Fig. 1: wires at chosen ports, followed through buffers
Scale bar: 50 microns.
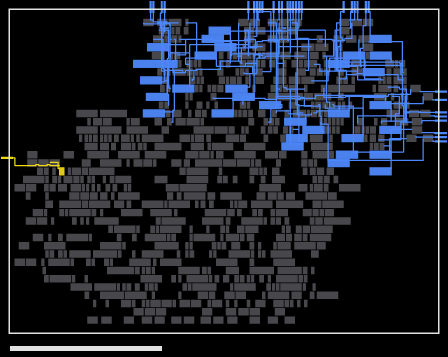
Fig. 2: routing congestion map
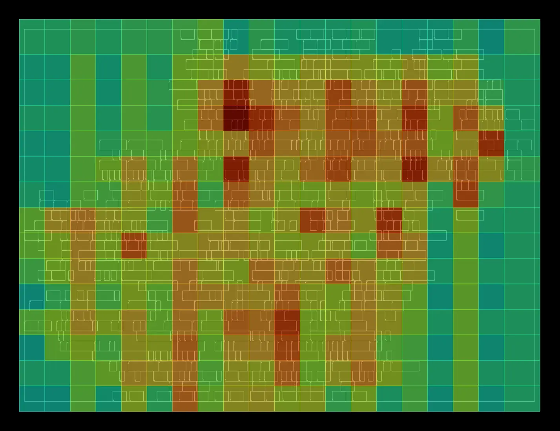
<file path="config.mk">
export PLATFORM = sky130hd
export DESIGN_NAME = sort_host
export DESIGN_NICKNAME = d
export VERILOG_FILES = /design/src/rtl/sort_host.sv
export SDC_FILE = /design/constraint.sdc
export NUM_CORES = 1
export LEC_CHECK = 0
export CORE_ASPECT_RATIO = 0.75
export CORE_UTILIZATION = 35
export DETAILED_ROUTE_END_ITERATION = 12
export PLACE_DENSITY_LB_ADDON = 0.3
export SLEW_MARGIN = 20
export SYNTH_ARGS = -nofsm -noshare
export SYNTH_HDL_FRONTEND = slang
export SYNTH_SLANG_ARGS = --single-unit
</file>
<file path="constraint.sdc">
create_clock -name clk -period 4.88 [get_ports clk]
set_input_delay 0.976 -clock clk [delete_from_list [all_inputs] [get_ports clk]]
set_output_delay 0.976 -clock clk [all_outputs]
set_load 0.005 [all_outputs]
</file>
<file path="src/rtl/sort_host.sv">
// sort_host: host-side sequencer that drives a serial nibble sorter.
//   It sends eight nibbles, starts the sort, collects the eight results and
//   checks them. On a start pulse in IDLE it latches data_word. It waits for
//   Ready, then streams nibbles 0..7 on Data_in with Load. It waits for Ready
//   again, then pulses Sort. It waits for Waiting, then pulses Send. It then
//   captures eight Data_out nibbles into result. Finally it checks that the
//   results are non-increasing and that the sum of the nibbles is preserved.
//   Each handshake wait is bounded by TIMEOUT cycles. When a wait expires the
//   job is aborted with err set.
// Ports:
//   clk, rst                 clock, synchronous active-high reset
//   start, data_word         job request and its eight input nibbles
//   Ready, Waiting, Data_out sorter status and serial result
//   Load, Data_in, Sort, Send sorter controls (decoded from state)
//   result                   received nibbles, nibble n = n-th received
//   host_busy, done          not-IDLE flag, one-cycle end-of-job pulse
//   sorted_ok, sum_ok, err   job verdict, valid from done until next start
module sort_host #(
    parameter int TIMEOUT = 255
) (
    input  logic        clk,
    input  logic        rst,
    input  logic        start,
    input  logic [31:0] data_word,
    input  logic        Ready,
    input  logic        Waiting,
    input  logic [3:0]  Data_out,
    output logic        Load,
    output logic [3:0]  Data_in,
    output logic        Sort,
    output logic        Send,
    output logic [31:0] result,
    output logic        host_busy,
    output logic        done,
    output logic        sorted_ok,
    output logic        sum_ok,
    output logic        err
);

    localparam int CW = (TIMEOUT < 2) ? 1 : $clog2(TIMEOUT + 1);
    localparam logic [CW-1:0] TMO_MAX = CW'(TIMEOUT);

    typedef enum logic [3:0] {
        IDLE, WAIT_RDY, LOAD, GAP, SORT, WAIT_SORT, SEND, RX, CHECK
    } state_t;

    state_t        state, state_nxt;
    logic [31:0]   buf_q;
    logic [2:0]    idx;
    logic [CW-1:0] cnt;
    logic [6:0]    tx_sum, rx_sum;
    logic          sorted_q, sum_q, err_q;
    logic          wait_st, tmo, chk, sorted_calc, sum_calc;

    assign wait_st = (state == WAIT_RDY) || (state == GAP) || (state == WAIT_SORT);

    // tmo is raised only in the cycle where the wait has expired and the
    // awaited input has still not arrived.
    always_comb begin
        state_nxt = state;
        tmo       = 1'b0;
        case (state)
            IDLE:      if (start) state_nxt = WAIT_RDY;
            WAIT_RDY:  if (Ready) state_nxt = LOAD;
                       else if (cnt == TMO_MAX) begin tmo = 1'b1; state_nxt = IDLE; end
            LOAD:      if (idx == 3'd7) state_nxt = GAP;
            GAP:       if (Ready) state_nxt = SORT;
                       else if (cnt == TMO_MAX) begin tmo = 1'b1; state_nxt = IDLE; end
            SORT:      state_nxt = WAIT_SORT;
            WAIT_SORT: if (Waiting) state_nxt = SEND;
                       else if (cnt == TMO_MAX) begin tmo = 1'b1; state_nxt = IDLE; end
            SEND:      state_nxt = RX;
            RX:        if (idx == 3'd7) state_nxt = CHECK;
            CHECK:     state_nxt = IDLE;
            default:   state_nxt = IDLE;
        endcase
    end

    always_comb begin
        sorted_calc = 1'b1;
        for (int n = 0; n < 7; n++)
            if (result[4*n +: 4] < result[4*(n+1) +: 4]) sorted_calc = 1'b0;
    end

    assign sum_calc  = (tx_sum == rx_sum);
    assign chk       = (state == CHECK);
    assign Load      = (state == LOAD);
    assign Sort      = (state == SORT);
    assign Send      = (state == SEND);
    assign Data_in   = Load ? buf_q[{idx, 2'b00} +: 4] : 4'd0;
    assign host_busy = (state != IDLE);
    assign done      = chk | tmo;
    assign err       = err_q | tmo;
    // In CHECK the verdict is shown live. It is then held in the registers
    // until the next accepted start.
    assign sorted_ok = chk ? sorted_calc : sorted_q;
    assign sum_ok    = chk ? sum_calc : sum_q;

    always_ff @(posedge clk) begin
        if (rst) begin
            state    <= IDLE;
            buf_q    <= '0;
            idx      <= '0;
            cnt      <= '0;
            tx_sum   <= '0;
            rx_sum   <= '0;
            result   <= '0;
            sorted_q <= 1'b0;
            sum_q    <= 1'b0;
            err_q    <= 1'b0;
        end else begin
            state <= state_nxt;
            // Held at zero outside the wait states, so every wait starts from 0.
            cnt   <= wait_st ? cnt + CW'(1) : '0;
            idx   <= (state == LOAD || state == RX) ? idx + 3'd1 : 3'd0;
            if (state == IDLE && start) begin
                buf_q    <= data_word;
                result   <= '0;
                tx_sum   <= '0;
                rx_sum   <= '0;
                err_q    <= 1'b0;
                sorted_q <= 1'b0;
                sum_q    <= 1'b0;
            end
            if (state == LOAD)
                tx_sum <= tx_sum + {3'b000, buf_q[{idx, 2'b00} +: 4]};
            if (state == RX) begin
                result[{idx, 2'b00} +: 4] <= Data_out;
                rx_sum <= rx_sum + {3'b000, Data_out};
            end
            if (chk) begin
                sorted_q <= sorted_calc;
                sum_q    <= sum_calc;
            end
            if (tmo) begin
                err_q    <= 1'b1;
                sorted_q <= 1'b0;
                sum_q    <= 1'b0;
            end
        end
    end

endmodule

</file>
==> impl_metrics.json <==
{
  "grt_pass1_vias": 4380,
  "busiest_layer": "met2",
  "p_int_mw": 1.24,
  "cp.required_ns": 3.90,
  "worstHoldStart": "buf_q[29]",
  "core_area_sq_mm": 0.0139,
  "timing.rr.start": "idx[0]",
  "path_clk_slew_ns": 0.07,
  "drc_errors": 0,
  "clock_sinks": 96,
  "cts_tree": "done",
  "top_cell_area_share_pct": 38.0,
  "via_per_inst": 5.38,
  "synth_area_sq_mm": 0.00506,
  "yosys_area_sq_mm": 0.00506,
  "grt_util_met2_pct": 30.0,
  "path_common_cell": "clkdlybuf4s50_1",
  "place_congestion": 0.907,
  "synth_flop_count": 96,
  "path_cells": "clkdlybuf4s50_1 > nor2_1 > a21oi_1 > nor4b_2 > nand2b_1 > clkdlybuf4s50_1",
  "comb_power_share_pct": 10.8,
  "synth_stat.cells": 619,
  "status": "finished, final reports clean",
  "grt_pass1_wl_microns": 22000,
  "fp_nets": 699,
  "yosysWarnings": 0,
  "final_nets": 767,
  "finalWorstSetupSlack_ns": 0.908,
  "cp.arrival_ns": 3.00,
  "maxCapViolations": 0,
  "h-tree-depth": 3,
  "slew_headroom_pct": 29.5,
  "num_vias": 4665,
  "critPathSlowestCell": "nor4b_2",
  "clkPwrFrac_pct": 40.0,
  "p_leak_nw": 2.33,
  "drtIter0Drc": 322,
  "antenna_found_initial": 0,
  "n_fill_cell": 1321
}
About Fig. 1:
| colour | port | direction | edge | end cells | buffers | wire |
|---|---|---|---|---|---|---|
| yellow | `Sort` | output | left | 1 | 1 | 25.0 microns |
| blue | `result` | output | 24 top, 8 right | 32 | 32 | 1710 microns |
port bufs: 84
I/O pin cnt: 85

About Fig. 2:
gr usage total: 18.5%
met1 GRT Util: 25.1%
wire per inst: 15.5 microns

area by class of cell:
cell class | count | area [sq um] | area share, %
clock buffers | 9 | 225 | 3.59
clock inverters | 7 | 53.8 | 0.857
inverters | 31 | 116 | 1.85
multi-input cells | 462 | 2880 | 45.9
flip-flops and latches | 96 | 1920 | 30.6
well taps | 175 | 219 | 3.49
repair buffers | 87 | 858 | 13.7
cell families after synthesis:
kind of cell	count (synthesis)	synth area share, %
and+or+nand+nor	273	25.7
AOI/OAI and AO/OA	123	14.4
DFF	96	38.0
buffers and inverters	61	5.07
adders and majority gates	39	9.95
xor gates and xnor gates	18	3.12
muxes	9	3.76
routing by layer:
metal / vias up / wire length [microns]
li1: 2286 / -
met1: 2225 / 6420
met2: 146 / 6270
met3: 8 / 648
met4: 0 / 119
met5: - / 0
power groups by stage:
stage / Sequential [mW] / Combinational, mW / Clock [mW]
5_1_grt: 0.833 / 0.200 / 0.719
2_1_floorplan: 0.836 / 0.123 / 0
3_3_place_gp: 0.846 / 0.177 / 0
3_5_place_dp: 0.848 / 0.181 / 0
6_report: 0.830 / 0.182 / 0.675
4_1_cts: 0.830 / 0.182 / 0.690
how the worst max path moves through the flow:
stage                     startpoint  endpoint  depth (start not counted)  slack, ns
after floorplan              Waiting      done                          4       2.17
after global placement       Waiting      done                          6       0.91
after detailed placement     Waiting      done                          6       0.91
after CTS                    Waiting      done                          6       0.89
after global routing         Waiting      done                          6       0.80
final                        Waiting      done                          6       0.91
through the flow:
step | std cells | total power, mW | instance area, sq um
final | 867 | 1.69 | 6280
after floorplan | 619 | 0.959 | 5060
after detailed placement | 851 | 1.03 | 6000
after global placement | 851 | 1.02 | 6000
after CTS | 867 | 1.70 | 6280
after global routing | 867 | 1.75 | 6280
placed cells by master, fill, tap and decap left out, types with 4 or more instances in the layout:
master,synthesis,final
a2111oi_0,6,6
a21o_1,4,4
a21oi_1,72,72
a31oi_1,21,21
and2_1,4,4
and3_1,6,5
clkbuf_16,0,9
clkdlybuf4s50_1,0,83
dfxtp_1,96,96
ha_1,37,37
inv_1,29,29
mux4_2,8,8
nand2_1,111,111
nand2b_1,8,8
nand3_1,34,33
nand4_1,5,5
nor2_1,58,58
nor2b_1,4,4
nor3_1,15,15
nor3_2,5,5
o211ai_1,5,5
xnor2_1,7,7
xor2_1,11,11
sequential cells by signal, indices dropped and copies added, names as in the netlist:
name and flops:
sum_q 1, err_q 1, idx 3, buf_q 32, sorted_q 1, result 32, tx_sum 7, state 4
cnt 8, rx_sum 7
worst reg2reg max path: cells and delay by family (launching register included):
family	cells	cell delay, ns
flip-flops	1	0.90
adder cells (fa/ha/maj)	2	0.62
multiplexers	1	0.60
AND-OR/OR-AND	3	0.52
AND/OR/NAND/NOR	3	0.32
Power and IR drop assume default switching activity.
